Figure 1. Met1 routing.
The bar under the picture is 20 um long.
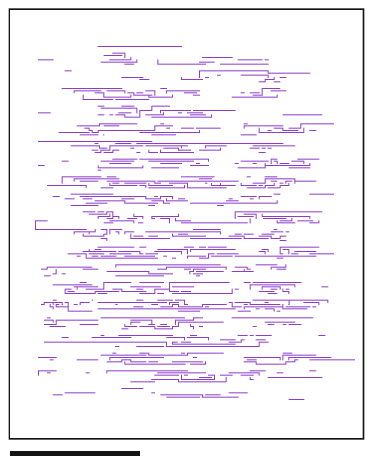
Figure 2. Met2 routing.
The bar under the picture is 20 um long.
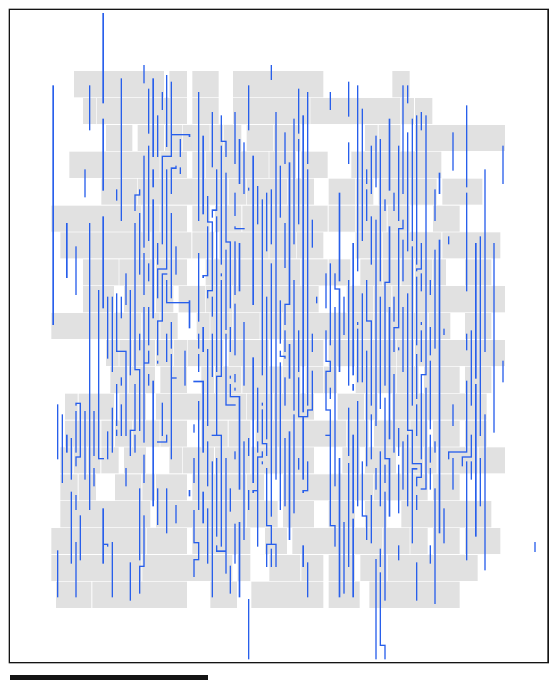
**config.mk**
```make
export PLATFORM = sky130hd
export DESIGN_NAME = button_debounce
export DESIGN_NICKNAME = d
export VERILOG_FILES = /design/src/rtl/button_pkg.sv /design/src/rtl/sync2.sv /design/src/rtl/button_debounce.sv
export SDC_FILE = /design/constraint.sdc
export NUM_CORES = 1
export LEC_CHECK = 0
export CORE_ASPECT_RATIO = 1.25
export CORE_MARGIN = 4
export CORE_UTILIZATION = 52
export CTS_CLUSTER_SIZE = 30
export DETAILED_ROUTE_END_ITERATION = 10
export PLACE_DENSITY = 0.74
export SLEW_MARGIN = 15
export SYNTH_ARGS = -nofsm -noshare
export SYNTH_HDL_FRONTEND = slang
export SYNTH_SLANG_ARGS = --single-unit
```
**constraint.sdc**
```tcl
create_clock -name clk -period 1.6 [get_ports clk]
set_clock_uncertainty 0.05 [all_clocks]
set_input_delay 0.32 -clock clk [delete_from_list [all_inputs] [get_ports clk]]
set_output_delay 0.32 -clock clk [all_outputs]
set_load 0.05 [all_outputs]
```
**src/rtl/button_pkg.sv**
```systemverilog
// Shared types and default timing for the push-button debouncer.
package button_pkg;

    typedef enum logic [1:0] {
        IDLE,
        DB_PRESS,
        HELD,
        DB_RELEASE
    } btn_state_t;

    // 10 ms and 1 s at a 36 MHz system clock
    localparam int DEFAULT_DEBOUNCE_CYCLES = 360000;
    localparam int DEFAULT_LONG_CYCLES     = 36000000;

endpackage

```
**src/rtl/sync2.sv**
```systemverilog
// Two-flop synchronizer for a single asynchronous input; reset value is a parameter.
module sync2 #(
    parameter logic RESET_VALUE = 1'b1
) (
    input  logic clk,
    input  logic rst_n,
    input  logic d,
    output logic q
);

    logic [1:0] sync_reg;

    always_ff @(posedge clk or negedge rst_n) begin
        if (!rst_n) begin
            sync_reg <= {2{RESET_VALUE}};
        end else begin
            sync_reg <= {sync_reg[0], d};
        end
    end

    assign q = sync_reg[1];

endmodule

```
**src/rtl/button_debounce.sv**
```systemverilog
// Debounced active-low push button with registered press/release strobes.
// Define BUTTON_LONG_PRESS_EN to add the hold counter and long_pulse; otherwise long_pulse is 0.
module button_debounce
    import button_pkg::*;
#(
    parameter int DEBOUNCE_CYCLES = DEFAULT_DEBOUNCE_CYCLES,
    parameter int LONG_CYCLES     = DEFAULT_LONG_CYCLES
) (
    input  logic clk,
    input  logic rst_n,
    input  logic btn_n,
    output logic pressed,
    output logic press_pulse,
    output logic release_pulse,
    output logic long_pulse
);

    localparam int              DB_W    = $clog2(DEBOUNCE_CYCLES);
    localparam logic [DB_W-1:0] DB_LAST = DB_W'(DEBOUNCE_CYCLES - 1);

    if (DEBOUNCE_CYCLES < 2 || LONG_CYCLES <= DEBOUNCE_CYCLES) begin : g_bad_params
        $error("button_debounce: need DEBOUNCE_CYCLES >= 2 and LONG_CYCLES > DEBOUNCE_CYCLES");
    end

    logic            s;
    btn_state_t      state_reg, state_next;
    logic [DB_W-1:0] db_cnt_reg, db_cnt_next;
    logic            pressed_reg, pressed_next;
    logic            press_pulse_reg, press_pulse_next;
    logic            release_pulse_reg, release_pulse_next;

    // s == 0 means the button is currently seen as pressed
    sync2 #(.RESET_VALUE(1'b1)) u_sync (
        .clk   (clk),
        .rst_n (rst_n),
        .d     (btn_n),
        .q     (s)
    );

    always_ff @(posedge clk or negedge rst_n) begin
        if (!rst_n) begin
            state_reg         <= IDLE;
            db_cnt_reg        <= '0;
            pressed_reg       <= 1'b0;
            press_pulse_reg   <= 1'b0;
            release_pulse_reg <= 1'b0;
        end else begin
            state_reg         <= state_next;
            db_cnt_reg        <= db_cnt_next;
            pressed_reg       <= pressed_next;
            press_pulse_reg   <= press_pulse_next;
            release_pulse_reg <= release_pulse_next;
        end
    end

    always_comb begin
        state_next         = state_reg;
        db_cnt_next        = db_cnt_reg;
        pressed_next       = pressed_reg;
        press_pulse_next   = 1'b0;
        release_pulse_next = 1'b0;
        case (state_reg)
            IDLE: begin
                if (!s) begin
                    state_next  = DB_PRESS;
                    db_cnt_next = '0;
                end
            end
            DB_PRESS: begin
                if (s) begin
                    state_next = IDLE;
                end else if (db_cnt_reg == DB_LAST) begin
                    state_next       = HELD;
                    pressed_next     = 1'b1;
                    press_pulse_next = 1'b1;
                end else begin
                    db_cnt_next = db_cnt_reg + DB_W'(1);
                end
            end
            HELD: begin
                if (s) begin
                    state_next  = DB_RELEASE;
                    db_cnt_next = '0;
                end
            end
            DB_RELEASE: begin
                if (!s) begin
                    state_next = HELD;
                end else if (db_cnt_reg == DB_LAST) begin
                    state_next         = IDLE;
                    pressed_next       = 1'b0;
                    release_pulse_next = 1'b1;
                end else begin
                    db_cnt_next = db_cnt_reg + DB_W'(1);
                end
            end
            default: begin
                state_next = IDLE;
            end
        endcase
    end

`ifdef BUTTON_LONG_PRESS_EN
    localparam int                HOLD_W    = $clog2(LONG_CYCLES);
    localparam logic [HOLD_W-1:0] HOLD_LAST = HOLD_W'(LONG_CYCLES - 1);

    logic              held_phase;
    logic [HOLD_W-1:0] hold_cnt_reg, hold_cnt_next;
    logic              long_done_reg, long_done_next;
    logic              long_pulse_reg, long_pulse_next;

    assign held_phase = (state_reg == HELD) || (state_reg == DB_RELEASE);

    always_ff @(posedge clk or negedge rst_n) begin
        if (!rst_n) begin
            hold_cnt_reg   <= '0;
            long_done_reg  <= 1'b0;
            long_pulse_reg <= 1'b0;
        end else begin
            hold_cnt_reg   <= hold_cnt_next;
            long_done_reg  <= long_done_next;
            long_pulse_reg <= long_pulse_next;
        end
    end

    // The strobe fires once from the saturated count, even if the release
    // was accepted in the cycle the count saturated.
    always_comb begin
        hold_cnt_next   = hold_cnt_reg;
        long_done_next  = long_done_reg;
        long_pulse_next = 1'b0;
        if (press_pulse_next) begin
            hold_cnt_next  = '0;
            long_done_next = 1'b0;
        end else begin
            if (hold_cnt_reg == HOLD_LAST && !long_done_reg) begin
                long_pulse_next = 1'b1;
                long_done_next  = 1'b1;
            end
            if (held_phase && hold_cnt_reg != HOLD_LAST) begin
                hold_cnt_next = hold_cnt_reg + HOLD_W'(1);
            end
        end
    end

    assign long_pulse = long_pulse_reg;
`else
    assign long_pulse = 1'b0;
`endif

    assign pressed       = pressed_reg;
    assign press_pulse   = press_pulse_reg;
    assign release_pulse = release_pulse_reg;

endmodule

```
==> impl_metrics.toml <==
# synthesis and place-and-route metrics
[worst_setup_path]
reg2reg_depth = 7
cp.required_ps = 1820
cp_slowest_cell = "dfrtp_1"
reg2reg_to = "db_cnt_reg[6]"
r2r-start = "db_cnt_reg[0]"
endpoint_kind = "register"
critical_path_class = "register to register"
crit_path_end = "db_cnt_reg[6]"

[global_routing]
grtUsageTotal_pct = 22.9
met3_usage_pct = 2.48
busiest_layer = "met2"
grt_pass1_wl_mm = 6.06
overflow = 0
grt_max_degree = 27

[sta]
finalCriticalPeriod_ps = 1800
worstMarginPinSlew_ps = 499
setup_slack_ps = -199
setup_viol = 20
tns_ps = -2560
final-hold-violation-count = 0

[floorplan]
chipHeight_um = 66.0
nWellTaps = 33
ios = 7
die_x_um = 54.4
core_sq_um = 2500
floorplan.core_util_pct = 55.9

[routing]
wl_met3_um = 159
ant_nets = 0
topRoutingLayerUsed = "met4"
detail_route.vias_per_cell = 5.97
first_pass_iters = 4
drt_iter0_drc = 58

[synthesis]
ff_type = "dfrtp_1"
synth_cell_types = 39
yosys.area.top_type = "dfrtp_1"
synthXorXnorAreaFrac_pct = 3.13
ys_area_sq_um = 1400
synthTopCellsByCount = "24 x dfrtp_1, 18 x nand2_1, 15 x nand3_1"
ys.warnings.count = 0
ys_cells = 145
fp_nets = 149
synth-compound-area-share_pct = 14.7

[power]
pg_seq_mw = 0.685
seq_power_share_pct = 58.5

[clock_tree]
htree_levels = 1
insertion_delay_ps = 320

[layout]
diodes = 0

[run_status]
outcome = "finished with violations"
violations = "setup timing"

[place]
gp_congestion = 0.895
## Picture notes: Figure 1
wire length on this layer: 1650 um
nets with wire on the layer: 189
met1 GRT Util: 26.8%
via count: 1398
total routed wirelength: 4.07 mm

## Picture notes: Figure 2
share of all routed wire: 53%
wire length on this layer: 2170 um
met2 usage: 40.4%

